==> run_1/m1.png <==
Supply wires on this layer in grey.
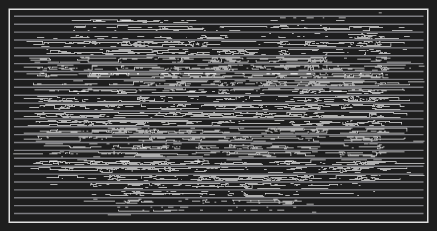
==> run_1/m2.png <==
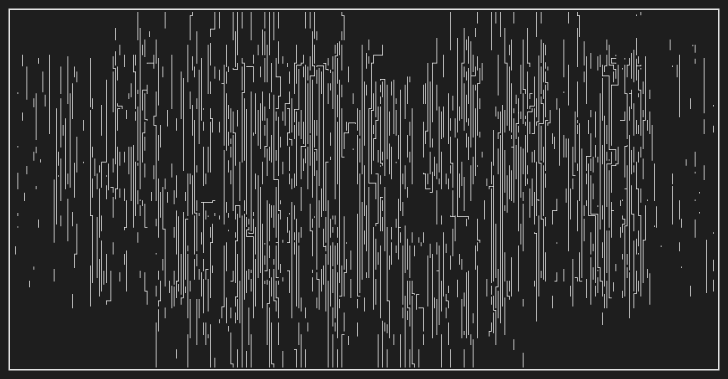
==> run_1/m3.png <==
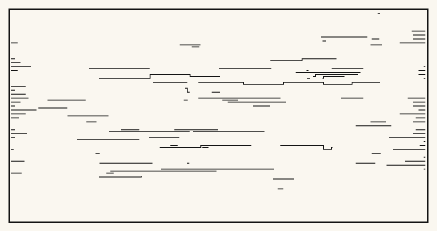
==> run_1/m4.png <==
Scale bar: 50 um. Supply wires on this layer in grey. Cells faint in the background.
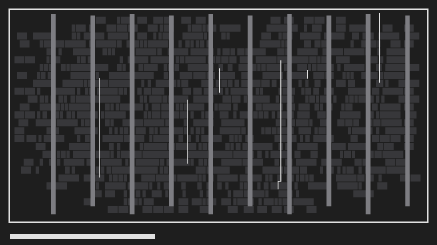
$ cat config.mk
export PLATFORM = sky130hd
export DESIGN_NAME = multiword_add_seq
export DESIGN_NICKNAME = d
export VERILOG_FILES = /design/src/rtl/multiword_add_seq.sv
export SDC_FILE = /design/constraint.sdc
export NUM_CORES = 1
export LEC_CHECK = 0
export CORE_ASPECT_RATIO = 0.5
export CORE_UTILIZATION = 47
export CTS_BUF_LIST = sky130_fd_sc_hd__clkbuf_8
export DETAILED_ROUTE_END_ITERATION = 10
export GPL_TIMING_DRIVEN = 0
export PLACE_DENSITY = 0.75
export SETUP_SLACK_MARGIN = 0.2
export SYNTH_ARGS = -nofsm -noshare
export SYNTH_HDL_FRONTEND = slang
export SYNTH_SLANG_ARGS = --single-unit
export TNS_END_PERCENT = 10
$ cat constraint.sdc
create_clock -name clock -period 4 [get_ports clock]
set_input_delay 1.2 -clock clock [delete_from_list [all_inputs] [get_ports clock]]
set_output_delay 1.2 -clock clock [all_outputs]
set_load 0.01 [all_outputs]
$ cat src/rtl/multiword_add_seq.sv
// Word-serial wide add/subtract sequencer around an N-bit adder stage.
// Define MWADD_SAT_EN to saturate the result on signed overflow.

module mwadd_stage #(
  parameter int N = 8
) (
  input  logic [N-1:0] x,
  input  logic [N-1:0] y,
  input  logic         cin,
  output logic [N-1:0] s,
  output logic         cout,
  output logic         ovf
);

  logic [N:0] sum;

  assign sum  = {1'b0, x} + {1'b0, y} + {{N{1'b0}}, cin};
  assign s    = sum[N-1:0];
  assign cout = sum[N];
  // carry into the MSB recovered from the MSB sum bit
  assign ovf  = (x[N-1] ^ y[N-1] ^ sum[N-1]) ^ sum[N];

endmodule

module multiword_add_seq #(
  parameter int N     = 8,
  parameter int WORDS = 4
) (
  input  logic               clock,
  input  logic               reset,
  input  logic               start,
  input  logic               sub,
  input  logic [N*WORDS-1:0] A,
  input  logic [N*WORDS-1:0] B,
  output logic               busy,
  output logic               done,
  output logic [N*WORDS-1:0] result,
  output logic               carry,
  output logic               overflow,
  output logic               zero
);

  localparam int W  = N * WORDS;
  localparam int IW = (WORDS > 1) ? $clog2(WORDS) : 1;

  typedef enum logic [1:0] {
    IDLE = 2'd0,
    RUN  = 2'd1,
    DONE = 2'd2
  } state_e;

  state_e        state_q, state_d;
  logic [W-1:0]  a_q, a_d;
  logic [W-1:0]  b_q, b_d;
  logic          sub_q, sub_d;
  logic [IW-1:0] idx_q, idx_d;
  logic          cy_q, cy_d;
  logic [W-1:0]  res_q, res_d;
  logic          carry_q, carry_d;
  logic          ovf_q, ovf_d;
  logic          zero_q, zero_d;
  logic          busy_q, busy_d;
  logic          done_q, done_d;

  logic [N-1:0]  x_w;
  logic [N-1:0]  y_w;
  logic [N-1:0]  s_w;
  logic          cout_w;
  logic          ovf_w;
  logic [W-1:0]  res_w;
  logic [W-1:0]  fin_w;
  logic          last_w;

  assign x_w    = a_q[idx_q*N +: N];
  assign y_w    = b_q[idx_q*N +: N] ^ {N{sub_q}};
  assign last_w = (idx_q == IW'(WORDS - 1));

  mwadd_stage #(
    .N (N)
  ) u_stage (
    .x    (x_w),
    .y    (y_w),
    .cin  (cy_q),
    .s    (s_w),
    .cout (cout_w),
    .ovf  (ovf_w)
  );

  always_comb begin
    res_w = res_q;
    res_w[idx_q*N +: N] = s_w;
    fin_w = res_w;
`ifdef MWADD_SAT_EN
    if (ovf_w) begin
      fin_w = a_q[W-1] ? {1'b1, {(W-1){1'b0}}}
                       : {1'b0, {(W-1){1'b1}}};
    end
`endif
  end

  always_comb begin
    state_d = state_q;
    a_d     = a_q;
    b_d     = b_q;
    sub_d   = sub_q;
    idx_d   = idx_q;
    cy_d    = cy_q;
    res_d   = res_q;
    carry_d = carry_q;
    ovf_d   = ovf_q;
    zero_d  = zero_q;
    busy_d  = busy_q;
    done_d  = 1'b0;
    unique case (state_q)
      IDLE: begin
        if (start) begin
          a_d     = A;
          b_d     = B;
          sub_d   = sub;
          idx_d   = '0;
          cy_d    = sub;
          busy_d  = 1'b1;
          state_d = RUN;
        end
      end
      RUN: begin
        res_d = res_w;
        cy_d  = cout_w;
        idx_d = idx_q + IW'(1);
        if (last_w) begin
          res_d   = fin_w;
          carry_d = cout_w;
          ovf_d   = ovf_w;
          zero_d  = (fin_w == '0);
          idx_d   = '0;
          done_d  = 1'b1;
          state_d = DONE;
        end
      end
      DONE: begin
        busy_d  = 1'b0;
        state_d = IDLE;
      end
      default: begin
        busy_d  = 1'b0;
        state_d = IDLE;
      end
    endcase
  end

  always_ff @(posedge clock) begin
    if (reset) begin
      state_q <= IDLE;
      a_q     <= '0;
      b_q     <= '0;
      sub_q   <= 1'b0;
      idx_q   <= '0;
      cy_q    <= 1'b0;
      res_q   <= '0;
      carry_q <= 1'b0;
      ovf_q   <= 1'b0;
      zero_q  <= 1'b0;
      busy_q  <= 1'b0;
      done_q  <= 1'b0;
    end else begin
      state_q <= state_d;
      a_q     <= a_d;
      b_q     <= b_d;
      sub_q   <= sub_d;
      idx_q   <= idx_d;
      cy_q    <= cy_d;
      res_q   <= res_d;
      carry_q <= carry_d;
      ovf_q   <= ovf_d;
      zero_q  <= zero_d;
      busy_q  <= busy_d;
      done_q  <= done_d;
    end
  end

  assign busy     = busy_q;
  assign done     = done_q;
  assign result   = res_q;
  assign carry    = carry_q;
  assign overflow = ovf_q;
  assign zero     = zero_q;

endmodule

==> metrics.yaml, run 1 <==
status: "complete, no violations"
critPathMaxFanout: 10
num_rows: 25
synthToLayoutAreaGrowth_pct: 30.46
cts_made_buffers: 9
route.detailed.drc: 0
crit_path_start_kind: "register"
peakVddDrop_mv: 0.1986
r2r_cells: 12
rsz0062_at_grt: "no"
whs_endpoint: "a_q[18]"
grt_use_met3: 0.06037
hold_ws_ns: 0.4570
route.met2.wl_mm: 5.895
rrSetupSlack_ns: 0.37
die_area_sq_um: 10480
final_util: 0.6418
worstMarginPinSlew_ns: 0.8275
die_w_um: 143.8
top_layer: "met4"
antenna_found_initial: 0
fin_cells: 799
path_class: "register to register"
edf_count: 0
pre_cts_ws_ns: -0.05545
antenna_left: 0
floorplan.nets: 628
critPathCaptureType: "register"
cts_tree: "done"
About m1.png:
665 nets have wire on it. The longest straight run is 44.6 um.

About m2.png:
The layer carries 5900 um of wire. The wires run mostly vertical. The layer holds 46% of the routed length. The longest straight run is 41.1 um. 621 nets have wire on it.

About m3.png:
The layer holds 6.7% of the routed length. 86 nets have wire on it. The layer carries 865 um of wire.

About m4.png:
The longest straight run is 41.6 um. 4 nets have wire on it. The layer holds 1.1% of the routed length.

run 1: where the power goes:
part / internal (mW) / leakage (nW) / switching [mW]
logic: 0.198 / 1.31 / 0.258
registers: 1.11 / 0.874 / 0.0313
clock network: 0.346 / 0.112 / 0.359
run 1: area by class of cell:
cell class / count / area, sq um
fillers: 853 / 3440
multi-input cells: 395 / 2419
flip-flops and latches: 107 / 2143
repair buffers: 103 / 1031
well taps: 135 / 168.9
plain buffers: 33 / 155.1
clock buffers: 9 / 123.9
clock inverters: 7 / 85.08
inverters: 10 / 37.54
run 1: cells by family after synthesis:
group | Yosys count | synth area share
flops | 107 | 0.4534
xor+xnor | 13 | 0.02410
simple gates | 216 | 0.1917
buf+inv | 43 | 0.03814
compound gates | 133 | 0.1692
fa+ha+maj | 15 | 0.04290
mux | 18 | 0.08051
## Run 2: what changed since run 1
- CAP_MARGIN: not set -> 20
==> run_2/m3.png <==
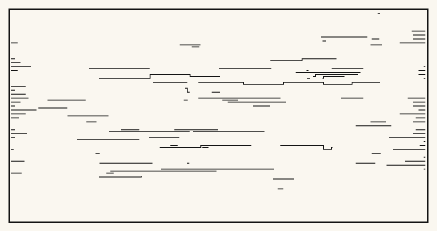
The layer carries 865 um of wire. 86 nets have wire on it. The longest straight run is 38.6 um.

==> run 2 against run 1 <==
Against the previous run: sequential power hardly changed; hold slack stayed put; fmax stayed put; area after synthesis stayed put; global-route usage stayed put; combinational power hardly changed; final area stayed put; first-iteration DRC count stayed put; clock skew stayed put; critical path type unchanged; largest power group unchanged.
==> metrics.yaml, run 2 <==
status: "complete, no violations"
final_util: 0.6418
crit_path_start_kind: "register"
pre_cts_ws_ns: -0.05545
floorplan.nets: 628
simple_gate_share: 0.1917
nFillCells: 853
inverters: 10
comb_share: 0.3924
power.internal_mw: 1.659
rrSetupSlack_ns: 0.37
clkbuf_count: 9
rsz0062_at_grt: "no"
p_seq_frac: 0.497
grt_use_met3: 0.06037
p_clk_mw: 0.705
worstMarginPinSlew_ns: 0.8275
top_layer: "met4"
die_area_sq_um: 10480
flop_area_sq_um: 2143
flop-count: 107
route.met2.wl_mm: 5.895
route.detailed.drc: 0
seq-power_mw: 1.15
clkCellAreaFrac: 0.03390
r2r_cells: 12
whs_endpoint: "a_q[18]"
nNonClkBuffers: 136
biggestCellCategory: "multi-input combinational cells"
top_power_group: "registers"
logic_gates: 395
clockPowerShare: 0.306
critPathCaptureType: "register"
critPathMaxFanout: 10
switching_share: 0.2809
p_comb_frac: 0.198
## run 2: cell counts after synthesis
Identical to the previous run, type by type.
## run 2: metrics by stage
step	std cells	hold WS [ns]
after floorplan	545	0.4331
after global placement	783	0.4397
after detailed placement	783	0.4451
after CTS	799	0.4587
after global routing	799	0.4741
final	799	0.4570
## run 2: worst max-delay path, cell delays in order (launching register included)
cell and delay [ns]:
dfxtp_2 0.44, buf_8 0.20, mux4_2 0.54, xnor2_1 0.21, fa_1 0.22, inv_1 0.05, fa_1 0.43, a21o_1 0.23
a21oi_2 0.17, xnor2_2 0.15, or4_4 0.54, o41ai_2 0.21, a32o_1 0.16
## run 2: what timing repair did
action	4_1_cts	5_1_grt
setup buffers	0	0
gates resized	4	5
setup endpoints to repair	6	6
Power is estimated from default activity; no workload was simulated.
